File: src/rtl/sha256_pkg.sv
// sha256_pkg: shared states, initial hash value and default timeout for the SHA-256 sequencer
package sha256_pkg;
  typedef enum logic [2:0] {S_IDLE, S_LOAD, S_WAIT, S_DONE, S_ERR} state_e;
  localparam logic [255:0] H0 = 256'h6a09e667_bb67ae85_3c6ef372_a54ff53a_510e527f_9b05688c_1f83d9ab_5be0cd19;
  localparam int TIMEOUT_DEF = 128;
endpackage

File: src/rtl/sha256_seq_timer.sv
// seq_timer: counts enabled cycles since clear and flags the last cycle before the limit
module seq_timer #(
  parameter int MAX = 128,
  parameter int W = $clog2(MAX + 1)
) (
  input  logic clk,
  input  logic rst,
  input  logic clr,
  input  logic en,
  output logic expired
);
  logic [W-1:0] cnt_q, cnt_d;
  assign cnt_d = clr ? '0 : en ? cnt_q + W'(1) : cnt_q;
  assign expired = en && (cnt_q == W'(MAX - 1));
  // cycle counter, cleared on entry to a wait period
  always_ff @(posedge clk or posedge rst)
    if (rst) cnt_q <= '0;
    else cnt_q <= cnt_d;
endmodule

File: src/rtl/sha256_seq.sv
// sha256_seq: feeds padded blocks to an external SHA-256 core and chains results into a digest
module sha256_seq
  import sha256_pkg::*;
#(
  parameter int TIMEOUT = TIMEOUT_DEF,
  parameter int CNT_W = 16
) (
  input  logic              clk,
  input  logic              rst,
  input  logic              blk_valid,
  input  logic [511:0]      blk_data,
  input  logic              blk_last,
  output logic              blk_ready,
  output logic [255:0]      core_H_in,
  output logic [511:0]      core_M_in,
  output logic              core_input_valid,
  input  logic [255:0]      core_H_out,
  input  logic              core_output_valid,
  output logic [255:0]      digest,
  output logic              digest_valid,
  input  logic              digest_ready,
  output logic              err,
  input  logic              err_clr,
  output logic [CNT_W-1:0]  blk_cnt
);
  state_e state_q, state_d;
  logic [511:0] blk_q, blk_d;
  logic last_q, last_d;
  logic [255:0] chain_q, chain_d;
  logic [CNT_W-1:0] cnt_q, cnt_d;
  logic expired;
  seq_timer #(.MAX(TIMEOUT)) u_timer (
    .clk(clk),
    .rst(rst),
    .clr(state_q == S_LOAD),
    .en(state_q == S_WAIT),
    .expired(expired)
  );
  assign blk_ready = state_q == S_IDLE;
  assign core_input_valid = state_q == S_LOAD;
  assign core_M_in = blk_q;
  assign core_H_in = chain_q;
  assign digest = chain_q;
  assign digest_valid = state_q == S_DONE;
  assign err = state_q == S_ERR;
  assign blk_cnt = cnt_q;
  // sequencing: accept block, start core, collect result (valid beats timeout), hand off digest
  always_comb begin
    state_d = state_q;
    blk_d = blk_q;
    last_d = last_q;
    chain_d = chain_q;
    cnt_d = cnt_q;
    unique case (state_q)
      S_IDLE: if (blk_valid) begin
        blk_d = blk_data;
        last_d = blk_last;
        state_d = S_LOAD;
      end
      S_LOAD: state_d = S_WAIT;
      S_WAIT: if (core_output_valid) begin
        chain_d = core_H_out;
        cnt_d = cnt_q + CNT_W'(1);
        state_d = last_q ? S_DONE : S_IDLE;
      end else if (expired) state_d = S_ERR;
      S_DONE: if (digest_ready) begin
        state_d = S_IDLE;
        chain_d = H0;
        cnt_d = '0;
      end
      S_ERR: if (err_clr) begin
        state_d = S_IDLE;
        chain_d = H0;
        cnt_d = '0;
      end
      default: state_d = S_IDLE;
    endcase
  end
  // state and datapath registers; reset abandons any message in flight
  always_ff @(posedge clk or posedge rst)
    if (rst) begin
      state_q <= S_IDLE;
      blk_q <= '0;
      last_q <= 1'b0;
      chain_q <= H0;
      cnt_q <= '0;
    end else begin
      state_q <= state_d;
      blk_q <= blk_d;
      last_q <= last_d;
      chain_q <= chain_d;
      cnt_q <= cnt_d;
    end
endmodule

File: config.mk
export PLATFORM = sky130hd
export DESIGN_NAME = sha256_seq
export DESIGN_NICKNAME = d
export VERILOG_FILES = /design/src/rtl/sha256_pkg.sv /design/src/rtl/sha256_seq_timer.sv /design/src/rtl/sha256_seq.sv
export SDC_FILE = /design/constraint.sdc
export NUM_CORES = 1
export LEC_CHECK = 0
export ABC_AREA = 1
export CORE_AREA = 2 2 718 720
export CTS_CLUSTER_DIAMETER = 50
export DETAILED_ROUTE_END_ITERATION = 7
export DIE_AREA = 0 0 720 722
export PLACE_DENSITY = 0.3
export SLEW_MARGIN = 30
export SYNTH_ARGS = -nofsm -noshare
export SYNTH_HDL_FRONTEND = slang
export SYNTH_HIERARCHICAL = 1
export SYNTH_SLANG_ARGS = --single-unit
File: constraint.sdc
create_clock -name clk -period 27.7 [get_ports clk]
set_input_delay 5.54 -clock clk [delete_from_list [all_inputs] [get_ports clk]]
set_output_delay 5.54 -clock clk [all_outputs]
set_load 0.01 [all_outputs]
Metal 1:
Bar = 200 um.
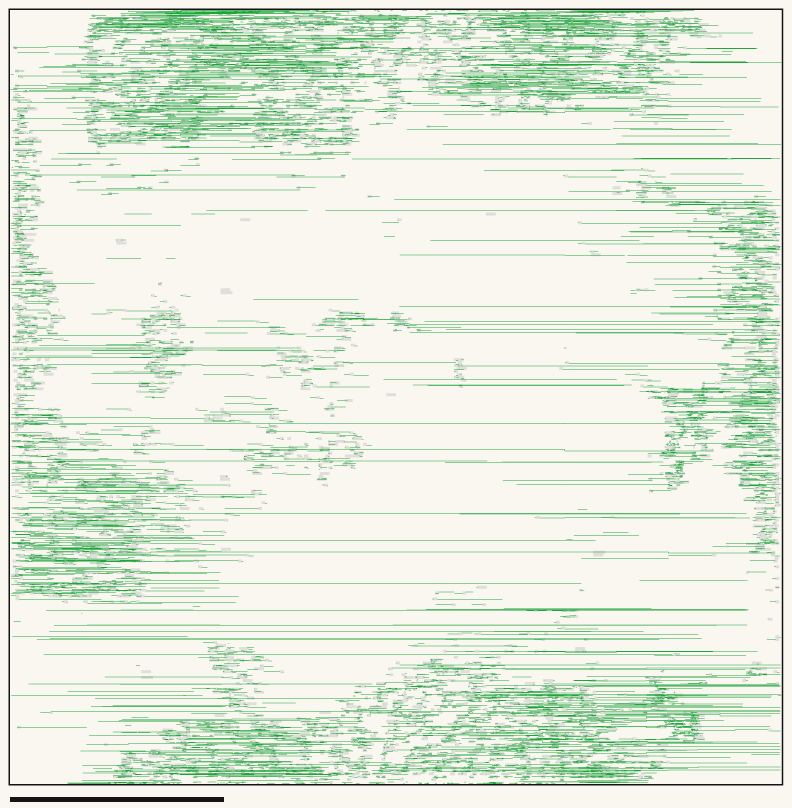
share of all routed wire: 32%
longest straight run: 654 um
main direction: horizontal
wire length on this layer: 116 mm
nets with wire on the layer: 4360
routing usage on met1: 0.1253
Total Wirelength: 364500 um
overall via count from detail_route: 27052

Metal 2:
Bar = 200 um.
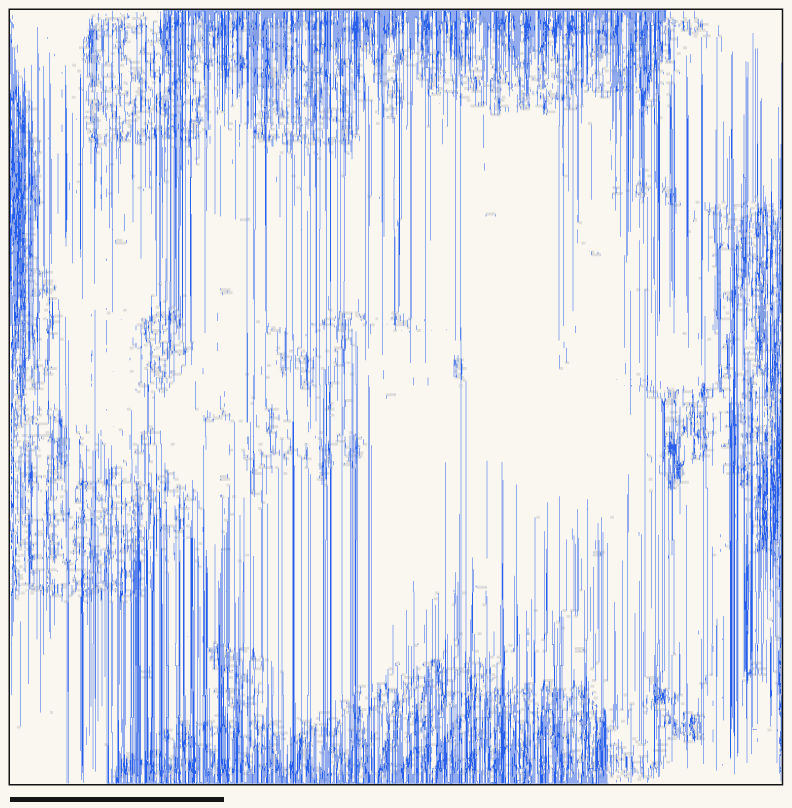
longest straight run: 486 um
wire length on this layer: 177 mm
main direction: vertical

M3 wires:
Bar = 200 um.
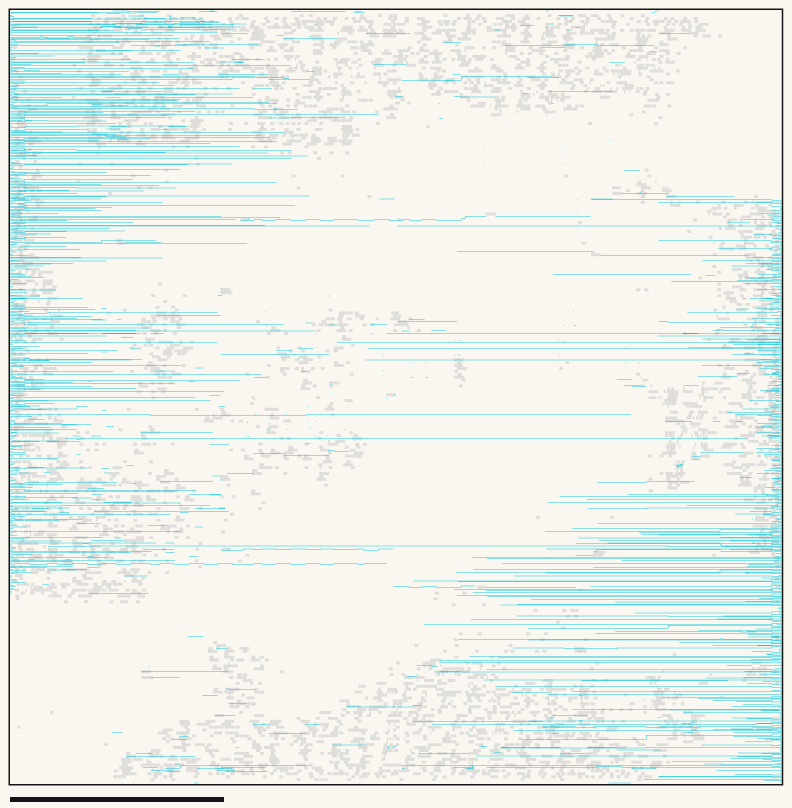
share of all routed wire: 16%
main direction: horizontal
wire length on this layer: 59.6 mm
met3 Track Usage GR: 0.1018

M4 wires:
Bar = 200 um.
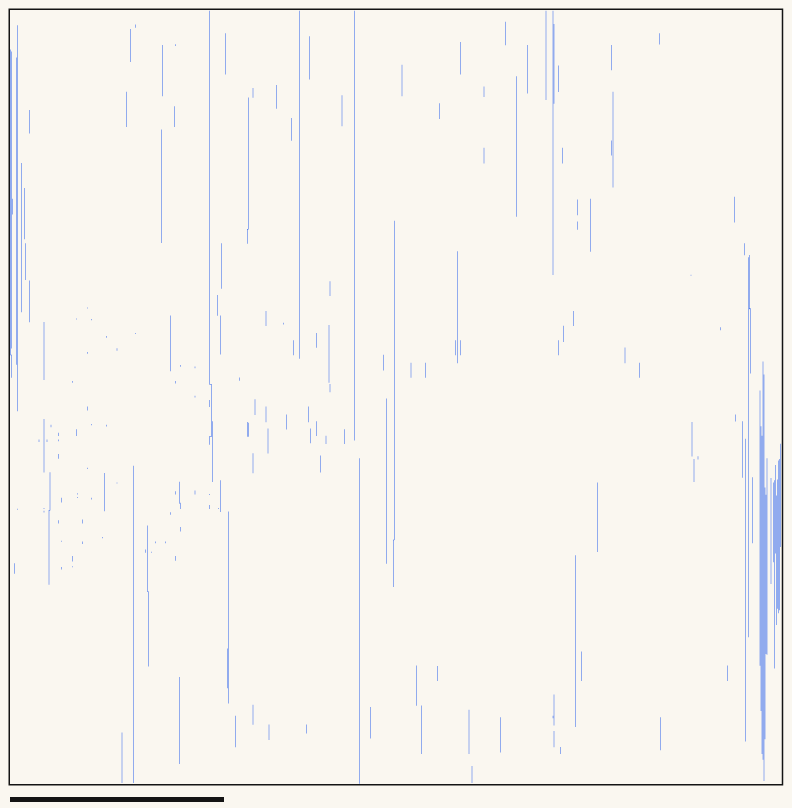
nets with wire on the layer: 138
longest straight run: 401 um
wire length on this layer: 11700 um
share of all routed wire: 3.2%
main direction: vertical

## power by group
part           switching (uW)  total [uW]  internal [uW]  leakage (uW)
logic                    2460        4250           1780        0.0111
registers                 518        2330           1810       0.00939
clock network             828        2340           1520       0.00314
total                    3810        8910           5100        0.0236
## area by class of cell
type | instances | share of cell area
Timing Repair Buffer | 1846 | 0.2932
Inverter | 30 | 0.002108
Antenna cell | 49 | 0.001949
Clock inverter | 109 | 0.02231
Multi-Input combinational cell | 1184 | 0.1456
Tap cell | 6757 | 0.1344
Sequential cell | 796 | 0.3193
Clock buffer | 233 | 0.08108
## metrics by stage
step	util	setup slack, ns
after CTS	0.1226	18.82
after global placement	0.1099	17.70
after floorplan	-	0.2599
final	0.1230	19.06
after detailed placement	0.1099	17.86
after global routing	0.1228	18.78
==> summary.log <==
[global_route] antenna violations before repair 150
[global_route] pin count of the biggest net entering global routing 144
[clock_network] Post-CTS Setup Inserts 0
[yosys] count of state elements after synthesis 796
[yosys] warnings from Yosys 6
[worst_hold_path] hold worst-path end core_H_in[94]$_DFFE_PP0P_
[route] DR DRC count 0
[yosys] top cells by area in the synthesized netlist sky130_fd_sc_hd__dfrtp_1, sky130_fd_sc_hd__mux2_2, sky130_fd_sc_hd__dfstp_2
[run] Log Warnings 38
[placed_design] placed instance count 10612
[setup_path] CP Capture Type flop
[clock_network] post-CTS resize count 0
[yosys] mux share 0.1794
[yosys] proportion of register bits with asynchronous set or reset after synthesis 1.000
[sta] sum of negative setup slack 0 ns
[setup_path] worst reg2reg path endpoint core_M_in[378]$_DFFE_PP0P_
[layout] number of nets at the end of the flow 4821
[clock_network] number of sinks handled by clock tree synthesis 796
[setup_path] delay of the slowest cell on the worst path 0.80 ns
[power] maximum ir drop on the vdd rail 0.00005707 V
[route] highest routed layer met5
[route] First-pass DRT Iterations 7
[setup_path] Reg2Reg Depth 8
[die] vertical die size 722 um
[die] IO Count 1819
[clock_network] clk latency late pin 0.90 ns
[setup_path] most prevalent standard cell on the critical path sky130_fd_sc_hd__buf_4
[die] Placement Rows 263
[yosys] largest combinational cell category by area multiplexers
[clock_network] number of levels the H-tree was split into 4
[sta] clock skew 0.07011 ns
[setup_path] kind of cell adding the most delay to the critical path buffers and inverters
[sta] FMAX 115.8 MHz
[yosys] and-or/or-and share of the synthesized area 0.04169
[placed_design] placed wire-length estimate 321500 um
[setup_path] slack of the worst reg-to-reg path 23.17 ns
[clock_network] clock transition time at the flip-flop clock pins of the worst setup and hold paths 0.05 ns
[clock_network] root buffer cell sky130_fd_sc_hd__clkbuf_16
[yosys] cell taking the most area after synthesis sky130_fd_sc_hd__dfrtp_1
[global_route] wire length of the first global-routing pass 434400 um
[route] average detailed-routed wire length per instance 33.13 um
[setup_path] WP buf/inv 4
[yosys] most frequently used flop master after synthesis sky130_fd_sc_hd__dfrtp_1
[power] total design power 8914 uW
[yosys] Post-synth EDFFs 0
[setup_path] origin of the critical flop-to-flop path state_q[1]$_DFFE_PP0P_
[layout] MI comb area 9164 um2
[yosys] synthesized netlist cell count 2381
[setup_path] highest-delay cell along the critical path sky130_fd_sc_hd__buf_4
[route] wire length on met2 176600 um
[worst_hold_path] critical hold path startpoint core_H_in[94]$_DFFE_PP0P_
[route] routed wl met3 59580 um
[setup_path] biggest fanout along the worst timing path 71
[worst_hold_path] type of the worst min-delay path reg -> reg
[yosys] xor/xnor share 0.0008159
[power] P per Cell Area 141.7 nW/um2
[sta] hold_ws 0.4969 ns
[global_route] global routing usage on met2 0.2325
[run] maxcap violations 0
[yosys] sequential element share of the synthesized area 0.6238
[placed_design] placement-stage cell area 56250 um2
[layout] cell area after layout 62920 um2
[yosys] Syn Nets 3158
[layout] most used logic cell in the final layout sky130_fd_sc_hd__clkdlybuf4s50_1
[layout] sequential cell area in the final layout 20090 um2
[yosys] most common cell in the netlist sky130_fd_sc_hd__dfrtp_1
[route] Met1 Wirelength 115900 um
[setup_path] capturing element of the worst setup path core_M_in[378]$_DFFE_PP0P_
[die] core utilization before placement 0.06293
[yosys] simple-gate share of the synthesized area 0.06131
[worst_hold_path] worst hold path cell count 2
[sta] Tightest Pin Transition 1.040 ns
[setup_path] Arr. time, crit path 9.40 ns
[yosys] leading post-synthesis cells by instance count sky130_fd_sc_hd__dfrtp_1, sky130_fd_sc_hd__mux2_2, sky130_fd_sc_hd__nand2_1
[die] CORE AREA 511700 um2
[clock_network] Clock Path Buffers 4
[yosys] adder and majority cell fraction of the synthesized area 0.0007771
[setup_path] WP depth 6
[yosys] Largest type area fraction 0.5129
[sta] Tcrit/Tclk final 0.3118
[global_route] most used routing layer in global routing met2
[global_route] GRT overflow 0
[route] via-per-instance ratio 2.458
[route] number of nets still failing antenna checks after routing 0
[sta] max-slew violation total from the final report 0
[sta] number of failing hold endpoints at the final stage 0
[setup_path] Critical path origin blk_valid
[global_route] All-Layer GR Usage 0.1353
[setup_path] critical path startpoint category input pin
[die] Chip Footprint 519800 um2
[placed_design] count of buffers inserted at the top-level ports 1818
[layout] most numerous logic cells after layout sky130_fd_sc_hd__clkdlybuf4s50_1, sky130_fd_sc_hd__dfrtp_1, sky130_fd_sc_hd__mux2_2
[layout] max reg flops 512
[yosys] number of unique standard cell types used by synthesis 30
[yosys] Yosys Instances 2381
[yosys] cell area after synthesis 32200 um2
[setup_path] series of cell instances along the critical path clkdlybuf4s50_1 > nand2_8 > buf_4 > buf_4 > buf_6 > mux2_2
[sta] RSZ-0062 raised after global routing no
[layout] Filler Cells Inserted 57780
[placed_design] GP Congestion 0.9260
[clock_network] TritonCTS buffer count 186
[layout] synthesis-to-finish area growth 95.38%
[clock_network] clock tree from TritonCTS built
[layout] fin cells 11004
[global_route] via count of the first global-routing pass 29124
[power] Leakage Power 0.02361 uW
[outcome] result of the run completed
[route] violation count after the first detailed-routing iteration 1248
[sta] worst relative slew slack 0.3043
[setup_path] worst path required time 28.46 ns
[clock_network] post-cts hold buffer count 0
[die] Die W 720 um
[sta] final setup violation count 0
[yosys] synthesized area per cell 13.52 um2
[setup_path] Crit Path Class in -> reg
[layout] layout cell share with drive strength beyond 1 0.2463
[sta] minimum clock period 8.638 ns
[yosys] post-synthesis chip area from yosys 32200 um2
Power figures rest on the tool's default switching activity, not on a simulated workload.
